run_1/met3.png
The bar under the picture is 50 um long.
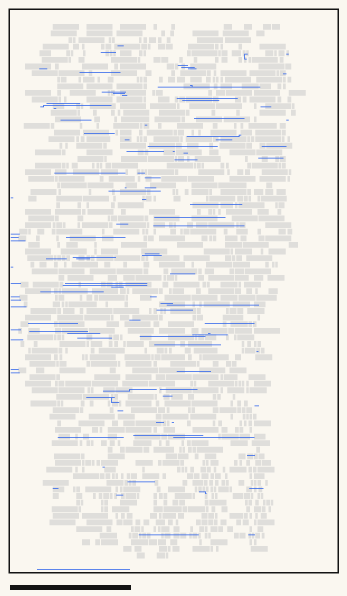
run_1/zoom.png
The bar under the picture is 10 um long. Window x 81 to 121, y 38 to 78 um. Cells in grey, sequential cells in the stronger grey; small squares are vias.
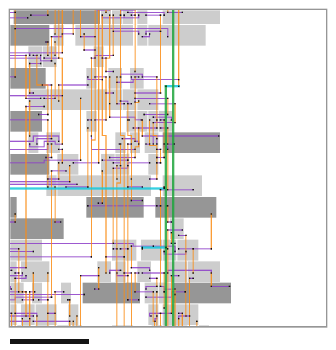
run_1/met1.png
The bar under the picture is 50 um long. Supply wires on this layer in grey.
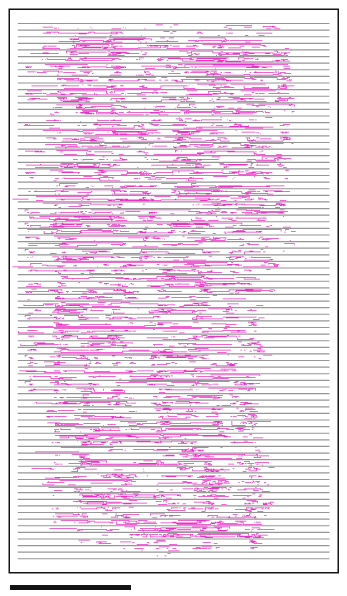
run_1/gate_families.png
The bar under the picture is 50 um long.
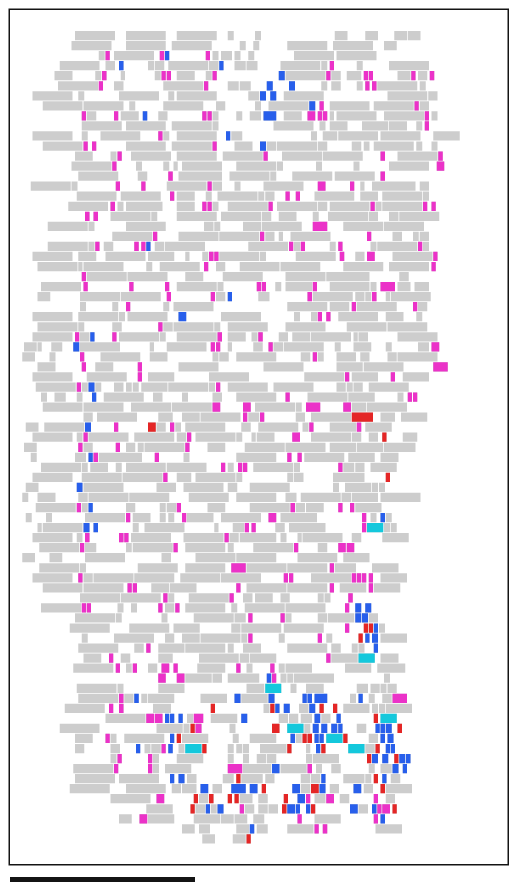
File: src/rtl/mf_fifo_pkg.sv
// rtl/mf_fifo_pkg.sv - shared defaults and tag-width helper for multi_flux_fifo
package mf_fifo_pkg;

    localparam int DEF_FLUX       = 2;
    localparam int DEF_DATA_WIDTH = 16;
    localparam int DEF_DEPTH      = 8;

    // A single flux needs no tag bits at all.
    function automatic int tag_width(input int flux);
        return (flux > 1) ? $clog2(flux) : 0;
    endfunction

endpackage

File: src/rtl/flux_queue.sv
// rtl/flux_queue.sv - single circular queue with occupancy count, flags and head output
// Ports:
//   clk, rst_n        clock, synchronous active-low reset
//   wr_en, wr_data    accepted write (already gated by full in the parent)
//   rd_en             accepted read (already gated by empty in the parent)
//   head              entry at the read pointer
//   full, empty       derived from the registered count
module flux_queue
    import mf_fifo_pkg::*;
#(
    parameter int DATA_WIDTH = DEF_DATA_WIDTH,
    parameter int DEPTH      = DEF_DEPTH
)(
    input  logic                  clk,
    input  logic                  rst_n,
    input  logic                  wr_en,
    input  logic [DATA_WIDTH-1:0] wr_data,
    input  logic                  rd_en,
    output logic [DATA_WIDTH-1:0] head,
    output logic                  full,
    output logic                  empty
);

    localparam int PW = $clog2(DEPTH);
    localparam int CW = PW + 1;

    logic [DATA_WIDTH-1:0] mem [DEPTH];
    logic [PW-1:0]         wr_ptr;
    logic [PW-1:0]         rd_ptr;
    logic [CW-1:0]         count;

    // DEPTH is a power of two, so pointers wrap by natural overflow.
    always_ff @(posedge clk) begin
        if (!rst_n) begin
            wr_ptr <= '0;
            rd_ptr <= '0;
            count  <= '0;
        end else begin
            if (wr_en) wr_ptr <= wr_ptr + 1'b1;
            if (rd_en) rd_ptr <= rd_ptr + 1'b1;
            case ({wr_en, rd_en})
                2'b10:   count <= count + 1'b1;
                2'b01:   count <= count - 1'b1;
                default: count <= count;
            endcase
        end
    end

    // Storage is not reset; the cleared pointers make old contents unreachable.
    always_ff @(posedge clk) begin
        if (rst_n && wr_en) mem[wr_ptr] <= wr_data;
    end

    assign head  = mem[rd_ptr];
    assign full  = (count == CW'(DEPTH));
    assign empty = (count == '0);

endmodule

File: src/rtl/multi_flux_fifo.sv
// rtl/multi_flux_fifo.sv - FLUX independent queues sharing one tagged write port
// Ports:
//   clk, rst_n   clock, synchronous active-low reset
//   write, din   write strobe and {invalid, tag, payload}
//   full         per-queue full flags (registered)
//   read         per-queue read strobes, at most one set
//   empty        per-queue empty flags (registered)
//   dout         head payload of the queue being read
//   err          sticky protocol-error flag
module multi_flux_fifo
    import mf_fifo_pkg::*;
#(
    parameter int  FLUX       = DEF_FLUX,
    parameter int  DATA_WIDTH = DEF_DATA_WIDTH,
    parameter int  DEPTH      = DEF_DEPTH,
    localparam int TAG_WIDTH  = tag_width(FLUX),
    localparam int DIN_WIDTH  = DATA_WIDTH + TAG_WIDTH + 1
)(
    input  logic                  clk,
    input  logic                  rst_n,
    input  logic                  write,
    input  logic [DIN_WIDTH-1:0]  din,
    output logic [FLUX-1:0]       full,
    input  logic [FLUX-1:0]       read,
    output logic [FLUX-1:0]       empty,
    output logic [DATA_WIDTH-1:0] dout,
    output logic                  err
);

    localparam int TW = (TAG_WIDTH > 0) ? TAG_WIDTH : 1;

    logic                  invalid;
    logic [TW-1:0]         tag;
    logic                  tag_ok;
    logic                  wr_req;
    logic                  wr_reject;
    logic                  multi_rd;
    logic                  rd_reject;
    logic [FLUX-1:0]       wr_en;
    logic [FLUX-1:0]       rd_en;
    logic [FLUX-1:0]       full_q;
    logic [FLUX-1:0]       empty_q;
    logic [DATA_WIDTH-1:0] head [FLUX];

    assign invalid = din[DIN_WIDTH-1];

    generate
        if (TAG_WIDTH == 0) begin : g_no_tag
            assign tag = '0;
        end else begin : g_tag
            assign tag = din[DATA_WIDTH +: TAG_WIDTH];
        end
    endgenerate

    assign tag_ok = (32'(tag) < FLUX);
    // The invalid bit marks an idle slot, not a protocol error.
    assign wr_req = write & ~invalid;

    always_comb begin
        wr_reject = wr_req & ~tag_ok;
        for (int i = 0; i < FLUX; i++) begin
            wr_en[i] = wr_req && tag_ok && (tag == TW'(i)) && !full_q[i];
            if (wr_req && tag_ok && (tag == TW'(i)) && full_q[i]) wr_reject = 1'b1;
        end
    end

    // More than one strobe discards every read in that cycle.
    assign multi_rd  = ((read & (read - 1'b1)) != '0);
    assign rd_en     = multi_rd ? '0 : (read & ~empty_q);
    assign rd_reject = multi_rd | ((read & empty_q) != '0);

    always_ff @(posedge clk) begin
        if (!rst_n)                      err <= 1'b0;
        else if (wr_reject || rd_reject) err <= 1'b1;
    end

    generate
        for (genvar g = 0; g < FLUX; g++) begin : g_queue
            flux_queue #(
                .DATA_WIDTH (DATA_WIDTH),
                .DEPTH      (DEPTH)
            ) u_queue (
                .clk     (clk),
                .rst_n   (rst_n),
                .wr_en   (wr_en[g]),
                .wr_data (din[DATA_WIDTH-1:0]),
                .rd_en   (rd_en[g]),
                .head    (head[g]),
                .full    (full_q[g]),
                .empty   (empty_q[g])
            );
        end
    endgenerate

    // Downward scan so the lowest matching index wins.
    always_comb begin
        dout = '0;
        if (read != '0) begin
            for (int i = FLUX - 1; i >= 0; i--)
                if (read[i]) dout = head[i];
        end else begin
            for (int i = FLUX - 1; i >= 0; i--)
                if (!empty_q[i]) dout = head[i];
        end
    end

    assign full  = full_q;
    assign empty = empty_q;

endmodule
File: config.mk
export PLATFORM = sky130hd
export DESIGN_NAME = multi_flux_fifo
export DESIGN_NICKNAME = d
export VERILOG_FILES = /design/src/rtl/mf_fifo_pkg.sv /design/src/rtl/flux_queue.sv /design/src/rtl/multi_flux_fifo.sv
export SDC_FILE = /design/constraint.sdc
export NUM_CORES = 1
export LEC_CHECK = 0
export ABC_AREA = 1
export CAP_MARGIN = 20
export CORE_ASPECT_RATIO = 1.75
export CORE_MARGIN = 3
export CORE_UTILIZATION = 40
export CTS_BUF_LIST = sky130_fd_sc_hd__clkbuf_8
export DETAILED_ROUTE_END_ITERATION = 16
export GPL_TIMING_DRIVEN = 1
export HOLD_SLACK_MARGIN = 0.08
export PLACE_DENSITY = 0.57
export SYNTH_ARGS = -nofsm -noshare
export SYNTH_HDL_FRONTEND = slang
export SYNTH_SLANG_ARGS = --single-unit
export TNS_END_PERCENT = 20
File: constraint.sdc
create_clock -name clk -period 2.15 [get_ports clk]
set_input_delay 0.43 -clock clk [delete_from_list [all_inputs] [get_ports clk]]
set_output_delay 0.43 -clock clk [all_outputs]
set_load 0.01 [all_outputs]
==> flow_summary.yaml, run 1 <==
# yosys + openroad results
finish:
  num-fill-cells: 2411
  top_register: "g_queue.u_queue.mem"
  nets: 1131
  stdcell_count: 1504
  synthToLayoutAreaGrowth_pct: 25.9
  largest_reg_flops: 256
  reg_top3: "g_queue.u_queue.mem x256, g_queue.u_queue.count x8"
  final_layout_size_suffix_gt1_frac: 0.229
logic_synthesis:
  synthArstFlopShare: 0
  syn_nets: 987
  synthesis.area_um2: 11600
  top_cell: "edfxtp_1"
  common_cells: "edfxtp_1, nor2_1, o21ai_0"
  edf_count: 256
  synth-seq-cells: 283
  synth_seq_share: 0.709
  yosysCellCount: 956
  syn_inst: 956
  synthTopCellsByArea: "edfxtp_1, nor2_1, o21ai_0, dfxtp_1, o211ai_1"
  top_area_frac: 0.662
  synth_cell_types: 34
  synth_warnings: 0
  ys.flop_type: "edfxtp_1"
  synth.largest_area_cell: "edfxtp_1"
  ys_area_um2: 11600
  syn_area_per_cell_um2: 12.1
final_timing:
  fin_skew_ns: 0.0154
  setup_violations: 16
  rsz0062_at_grt: "yes"
  fin_crit_ns: 2.48
  fmax_mhz: 404
  worst-slew-pin-transition_ns: 0.670
  slew_headroom: 0.552
  slew_violations: 0
  fin_crit_sh: 1.15
  hold_viol: 0
  setup_ws_ns: -0.327
cts:
  clock_sinks: 283
  clkLatencyLatePin_ns: 0.54
  cts_hold_buffers: 0
  cts_root_buffer: "clkbuf_8"
  htree_levels: 2
  cts_max_path_buffers: 3
  cts_tree: "done"
  clkTransAtPathRegs_ns: 0.06
  cts_buffers: 41
worst_setup_path:
  reg2reg_slack_ns: 0.34
  start_kind: "flop"
  worst-path-max-fanout: 5
  critPathSlowestCell: "dfxtp_4"
  criticalPathCategory: "flop to output pin"
  worstSetupEndpointType: "output pin"
  r2r_cells: 7
  path_buffers: 3
  cp_top_family: "buffers and inverters"
  path_depth: 9
  timing.rr.end: "g_queue[1].u_queue.mem[6][12]"
  endpoint: "dout[5]"
  cp_slowest_stage_delay_ns: 0.38
  crit_chain: "buf_6 -> bufbuf_16 -> nor2_2 -> nor2_1 -> o21ai_0 -> o211ai_1 -> nand3_1 -> o21ai_2 -> buf_2"
  required_ns: 1.72
  rr_startpoint: "g_queue[1].u_queue.count[0]"
  worstPathArrival_ns: 2.05
grt:
  grtUsageTotal: 0.188
  grt_max_degree: 34
  overflow: 0
  antenna_found_initial: 1
  grt_pass1_vias: 7971
  grt_pass1_wl_um: 44700
power:
  p_per_area_nw_per_um2: 831
  max-vdd-ir-drop_mv: 0.704
  leakage_nw: 5.18
  power_mw: 12.1
floorplanning:
  chipArea_um2: 31200
  die_x_um: 135
  num_rows: 81
  initCoreUtil: 0.410
  ios: 44
  die_h_um: 231
  core-area_um2: 28300
routing:
  ant_nets: 0
  drt-pass1-iter-count: 5
  wl_per_cell_um: 19.0
  num_vias: 7756
  via_per_inst: 5.16
  drc: 0
  drt_wl_total_um: 28600
  drt_iter0_drc: 497
placement:
  post-place-ws_ns: -0.789
  dp.final_hpwl_um: 17600
  gp_congestion: 0.772
  place_inst: 1402
  portBuffers: 43
flow_run:
  drv_cap: 0
  warnings: 29
min_path:
  hold_depth: 2
  min-delay-path-class: "flop to flop"
status:
  outcome: "finished, violations left"
  violations: "setup timing"
## Picture notes: met3.png
main direction	horizontal
wire length on this layer	1210 um
longest straight run	41.9 um
nets with wire on the layer	64

## Picture notes: zoom.png
layer	colour
met2	orange
met1	purple
met4	green
met3	cyan
cells with their middle in the window	68
most frequent	nor2_1 (11), nand3_1 (7)
netlist names of flops here include	g_queue.u_queue.wr_ptr (3), g_queue.u_queue.count (2), g_queue.u_queue.mem (2)
sequential cells in the window	7

## Picture notes: met1.png
wire length on this layer	11200 um
share of all routed wire	39%
nets with wire on the layer	1054
main direction	horizontal

## Picture notes: gate_families.png
family	colour	cells	most used
inverters	red	40	inv_1
NOR gates	magenta	227	nor2_1
adder and majority cells	cyan	8	ha_1
NAND gates	blue	97	nand2_1

run 1: placed cells by master (no fill, tap or decap), drive strengths merged, types with 4 or more instances in the layout:
master	instances
o21ai	159
dlygate4sd2	4
a21oi	17
bufbuf	4
ha	8
nand2	59
edfxtp	256
clkdlybuf4s50	23
inv	51
nor2	225
clkinv	15
clkbuf	41
o211ai	64
nand3	37
buf	124
dfxtp	27
run 1: layer usage:
metal / part of all wire / vias up / track usage
met5: 0 / - / 0
met4: 0.028 / 0 / 0.0694
met3: 0.042 / 52 / 0.0206
met2: 0.54 / 181 / 0.343
met1: 0.39 / 3795 / 0.226
li1: - / 3728 / -
run 1: logic make-up (layout without fill, tap and decap cells):
kind of cell | after synthesis | in the layout | synth area share
compound gates | 242 | 242 | 0.125
xor+xnor | 3 | 3 | 0.00226
fa+ha+maj | 8 | 8 | 0.00863
buf+inv | 94 | 268 | 0.0397
flops | 283 | 283 | 0.709
other cells | 0 | 1 | 0
simple gates | 326 | 326 | 0.115
run 1: what timing repair did:
item                                    4_1_cts  5_1_grt
gates resized                               149       21
endpoints found under the setup margin       20       16
buffers inserted                             21        2
gates cloned                                 11        0
hold endpoints to repair                      0        0
pin swaps                                    53       18
run 1: where the power goes:
part	internal (mW)	leakage, nW	switching, mW
clock network	2.16	0.441	1.98
registers	6.05	2.53	0.0473
logic	0.866	2.21	1.03
total	9.08	5.18	3.05
run 1: worst reg2reg max path: stages, from the launching register on:
cell and delay (ns):
dfxtp_1 0.34, nor2_2 0.06, buf_4 0.13, nand2_2 0.10
nand2_4 0.08, or3_4 0.38, nor2_1 0.21, buf_12 0.20
run 1: final cells by class:
| type | count | area, um2 | share of cell area |
|---|---|---|---|
| flip-flops and latches | 283 | 8240 | 0.564 |
| multi-input cells | 579 | 3050 | 0.209 |
| repair buffers | 155 | 1890 | 0.129 |
| clock buffers | 41 | 564 | 0.0386 |
| well taps | 373 | 467 | 0.0320 |
| clock inverters | 32 | 221 | 0.0152 |
| inverters | 40 | 170 | 0.0116 |
| diodes | 1 | 2.50 | 0.000171 |
run 1: metrics by stage:
step / TNS [ns] / hold slack, ns / instance area, um2 / utilization
after detailed placement: -34.82 / 0.456 / 13200 / 0.468
after global routing: -5.61 / 0.508 / 14600 / 0.517
after global placement: -31.73 / 0.457 / 13200 / 0.468
after CTS: -4.79 / 0.470 / 14600 / 0.518
after floorplan: -5.02 / 0.433 / 11600 / -
final: -3.98 / 0.472 / 14600 / 0.517
run 1: worst min path at each step:
stage                                 start                      endpoint  slack, ns
4_1_cts        g_queue[1].u_queue.rd_ptr[2]                          flop       0.47
3_5_place_dp   g_queue[1].u_queue.rd_ptr[2]  g_queue[1].u_queue.rd_ptr[2]       0.46
2_1_floorplan  g_queue[1].u_queue.rd_ptr[2]                          flop       0.43
6_report       g_queue[1].u_queue.rd_ptr[2]                          flop       0.47
5_1_grt        g_queue[0].u_queue.rd_ptr[2]                          flop       0.51
3_3_place_gp   g_queue[1].u_queue.rd_ptr[2]  g_queue[1].u_queue.rd_ptr[2]       0.46
run_1/final_congestion.png
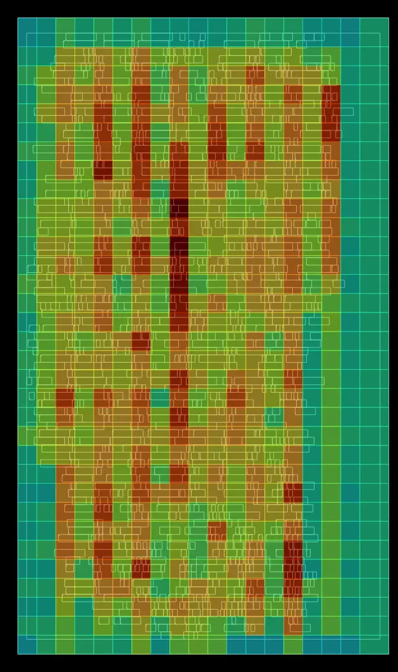

==> run 1 -> run 2 <==
--- a/config.mk
+++ b/config.mk
@@ -17,5 +17,6 @@
 export PLACE_DENSITY = 0.57
 export SYNTH_ARGS = -nofsm -noshare
 export SYNTH_HDL_FRONTEND = slang
+export SYNTH_HIERARCHICAL = 1
 export SYNTH_SLANG_ARGS = --single-unit
 export TNS_END_PERCENT = 20
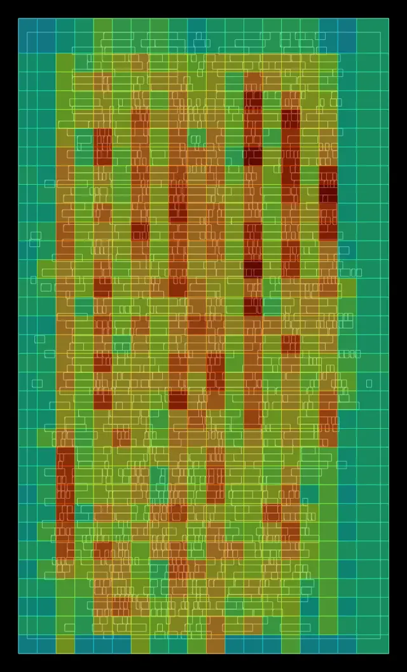
run_2/final_congestion.png
final design utilization: 0.515
met2 Use GR: 0.351
met3 usage: 0.0211
met1 GRT Util: 0.195
routed wire length per instance: 18.3 um

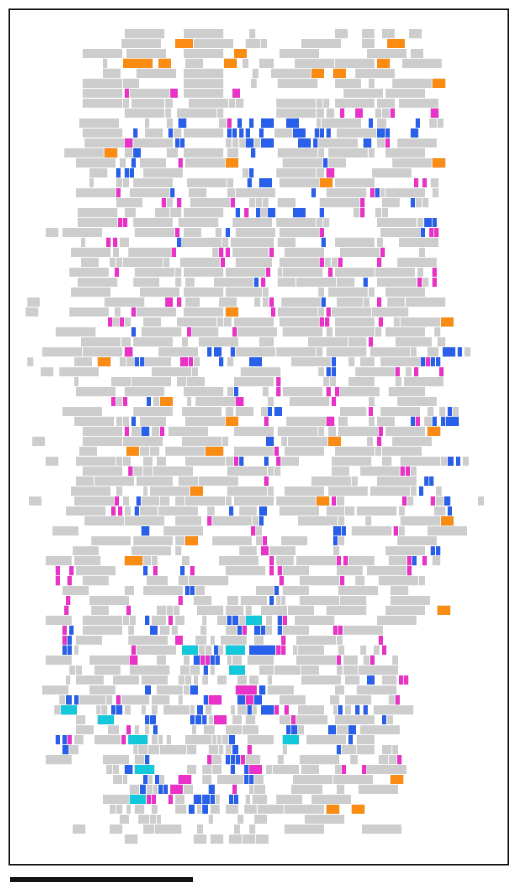
run_2/gate_families.png
The bar under the picture is 50 um long.
family	colour	cells	most used
adder and majority cells	cyan	10	ha_1
NOR gates	magenta	168	nor2_1
NAND gates	blue	187	nand2_1
multiplexers	orange	32	mux2i_1

==> flow_summary.yaml, run 2 <==
# yosys + openroad results
routing:
  drt-pass1-iter-count: 4
  drt_wl_total_um: 28300
  drt_iter0_drc: 444
  num_vias: 7840
  via_per_inst: 5.07
  ant_nets: 0
  drc: 0
logic_synthesis:
  synth_warnings: 6
  synth.largest_area_cell: "edfxtp_1"
  syn_inst: 991
  top_cell: "edfxtp_1"
  top_area_frac: 0.649
  edf_count: 256
  ys.flop_type: "edfxtp_1"
  common_cells: "edfxtp_1, nand2_1, nor2_1"
  synth_seq_share: 0.695
  compound_area_frac: 0.0926
  synth_cell_types: 28
  fa_ha_area_frac: 0.0106
  top_logic_kind: "simple AND/OR/NAND/NOR gates"
  synth-xor-area-share: 0.00444
  synthTopCellsByArea: "edfxtp_1, nand2_1, nor2_1, dfxtp_1, o21ai_0"
  synthesis.area_um2: 11800
  synth-seq-cells: 283
  yosysCellCount: 991
  simple_gate_share: 0.124
  synthArstFlopShare: 0
  syn_area_per_cell_um2: 11.9
  syn_nets: 1024
  ys_area_um2: 11800
placement:
  dp.final_hpwl_um: 17000
  gp_congestion: 0.781
  post-place-ws_ns: -0.403
  portBuffers: 43
  placed_area_um2: 13400
final_timing:
  tns_ns: -4.97
  setup_ws_ns: -0.357
  fin_skew_ns: 0.0169
  worst-slew-pin-transition_ns: 0.712
  rsz0062_at_grt: "yes"
  slew_headroom: 0.524
  setup_violations: 17
  slew_violations: 0
  fin_crit_sh: 1.17
  fin_crit_ns: 2.51
  fmax_mhz: 399
floorplanning:
  ios: 44
  num_rows: 82
  initCoreUtil: 0.409
  die_h_um: 234
  core-area_um2: 28900
  die_x_um: 136
  chipArea_um2: 31800
flow_run:
  warnings: 31
  drv_cap: 0
worst_setup_path:
  path_depth: 10
  start_kind: "flop"
  cp_slowest_stage_delay_ns: 0.34
  crit_chain: "buf_12 -> buf_6 -> mux2i_2 -> o22ai_1 -> nand2_1 -> nand2_2 -> buf_6 -> a22oi_2 -> nand2_1 -> buf_2"
  rr_startpoint: "g_queue[0].u_queue/count[0]"
  worstSetupEndpointType: "output pin"
  path_buffers: 4
  critPathSlowestCell: "dfxtp_2"
  timing.rr.end: "g_queue[0].u_queue/count[2]"
  worst-path-max-fanout: 8
  criticalPathCategory: "flop to output pin"
  r2r_cells: 16
  worstPathArrival_ns: 2.08
  reg2reg_slack_ns: 0.06
  cp_top_family: "buffers and inverters"
  endpoint: "dout[0]"
  required_ns: 1.72
finish:
  final_layout_size_suffix_gt1_frac: 0.237
  top_register: "g_queue.u_queue/mem"
  fin_area_um2: 14900
  num-fill-cells: 2530
  mostFrequentLayoutCell: "edfxtp_1"
  final_cell_mix: "edfxtp_1, nor2_1, nand2_1"
  seq_area_um2: 8240
  antenna_cells: 0
  logic_area_um2: 3270
  reg_top3: "g_queue.u_queue/mem x256, g_queue.u_queue/count x8"
  largest_reg_flops: 256
  nets: 1173
  synthToLayoutAreaGrowth_pct: 26.0
power:
  p_per_area_nw_per_um2: 858
  leakage_nw: 5.41
  max-vdd-ir-drop_mv: 0.377
cts:
  cts_root_buffer: "clkbuf_8"
  clock_sinks: 283
  cts_hold_buffers: 0
  clkTransAtPathRegs_ns: 0.07
  cts_buffers: 37
  clkLatencyLatePin_ns: 0.53
  cts_tree: "done"
  cts_max_path_buffers: 3
  htree_levels: 2
grt:
  grt_pass1_vias: 7956
  grtUsageTotal: 0.181
  overflow: 0
  grt_max_degree: 33
  grt-busiest-layer: "met2"
  grt_pass1_wl_um: 43500
status:
  outcome: "finished, violations left"
  violations: "setup timing"
min_path:
  min-delay-path-class: "flop to flop"
run 2: worst min path at each step:
stage | from | end | cells past startpoint
finish | g_queue[1].u_queue/count[1] | g_queue[1].u_queue/count[1] | 2
floorplan | g_queue[0].u_queue/count[1] | g_queue[0].u_queue/count[1] | 2
detailed placement | g_queue[1].u_queue/count[1] | g_queue[1].u_queue/count[1] | 2
CTS | g_queue[1].u_queue/count[1] | g_queue[1].u_queue/count[1] | 2
global route | g_queue[1].u_queue/rd_ptr[2] | flop | 2
global placement | g_queue[1].u_queue/count[1] | g_queue[1].u_queue/count[1] | 2
run 2: routing by layer:
layer | share of wire | wire length (um)
met5 | 0 | 0
met1 | 0.37 | 10400
met3 | 0.032 | 905
met4 | 0.033 | 936
met2 | 0.57 | 16000
run 2: cell families (layout without fill, tap and decap cells):
group / Yosys count / after routing
compound gates: 210 / 210
xor+xnor: 6 / 6
fa+ha+maj: 10 / 10
buf+inv: 95 / 271
flops: 283 / 283
mux: 32 / 32
simple gates: 355 / 355
run 2: report_power, final:
group          internal (mW)  total [mW]  switching [mW]  leakage, nW
Combinational           1.23        2.59            1.36         2.46
Clock                   2.15        4.07            1.92        0.418
Sequential              6.07        6.13          0.0624         2.53
Total                   9.46        12.8            3.34         5.41
run 2: final cells by class:
cell class              instances  share of cell area
well taps                     378              0.0317
clock buffers                  45              0.0415
multi-input cells             613               0.219
inverters                      43              0.0120
repair buffers                162               0.133
clock inverters                21              0.0101
flip-flops and latches        283               0.552
run 2: repair_timing:
action	CTS	global route
pin swaps	19	24
gates resized	137	56
buffers inserted	23	1
endpoints found under the setup margin	20	30
gates cloned	8	1
run 2: stage by stage:
| step | power [mW] | instances | hold slack (ns) |
|---|---|---|---|
| after floorplan | 7.49 | 991 | 0.471 |
| after global placement | 8.37 | 1446 | 0.465 |
| after detailed placement | 8.39 | 1446 | 0.477 |
| after CTS | 12.8 | 1543 | 0.488 |
| after global routing | 13.4 | 1545 | 0.536 |
| final | 12.8 | 1545 | 0.504 |
run 2: tightest hold or removal path, delay by kind of cell, from the launching register on:
kind,cells,cell delay [ns]
compound gates,1,0.07
flops,1,0.32
buf+inv,1,0.08
No activity file was given, so power comes from the tool's default toggle rates.
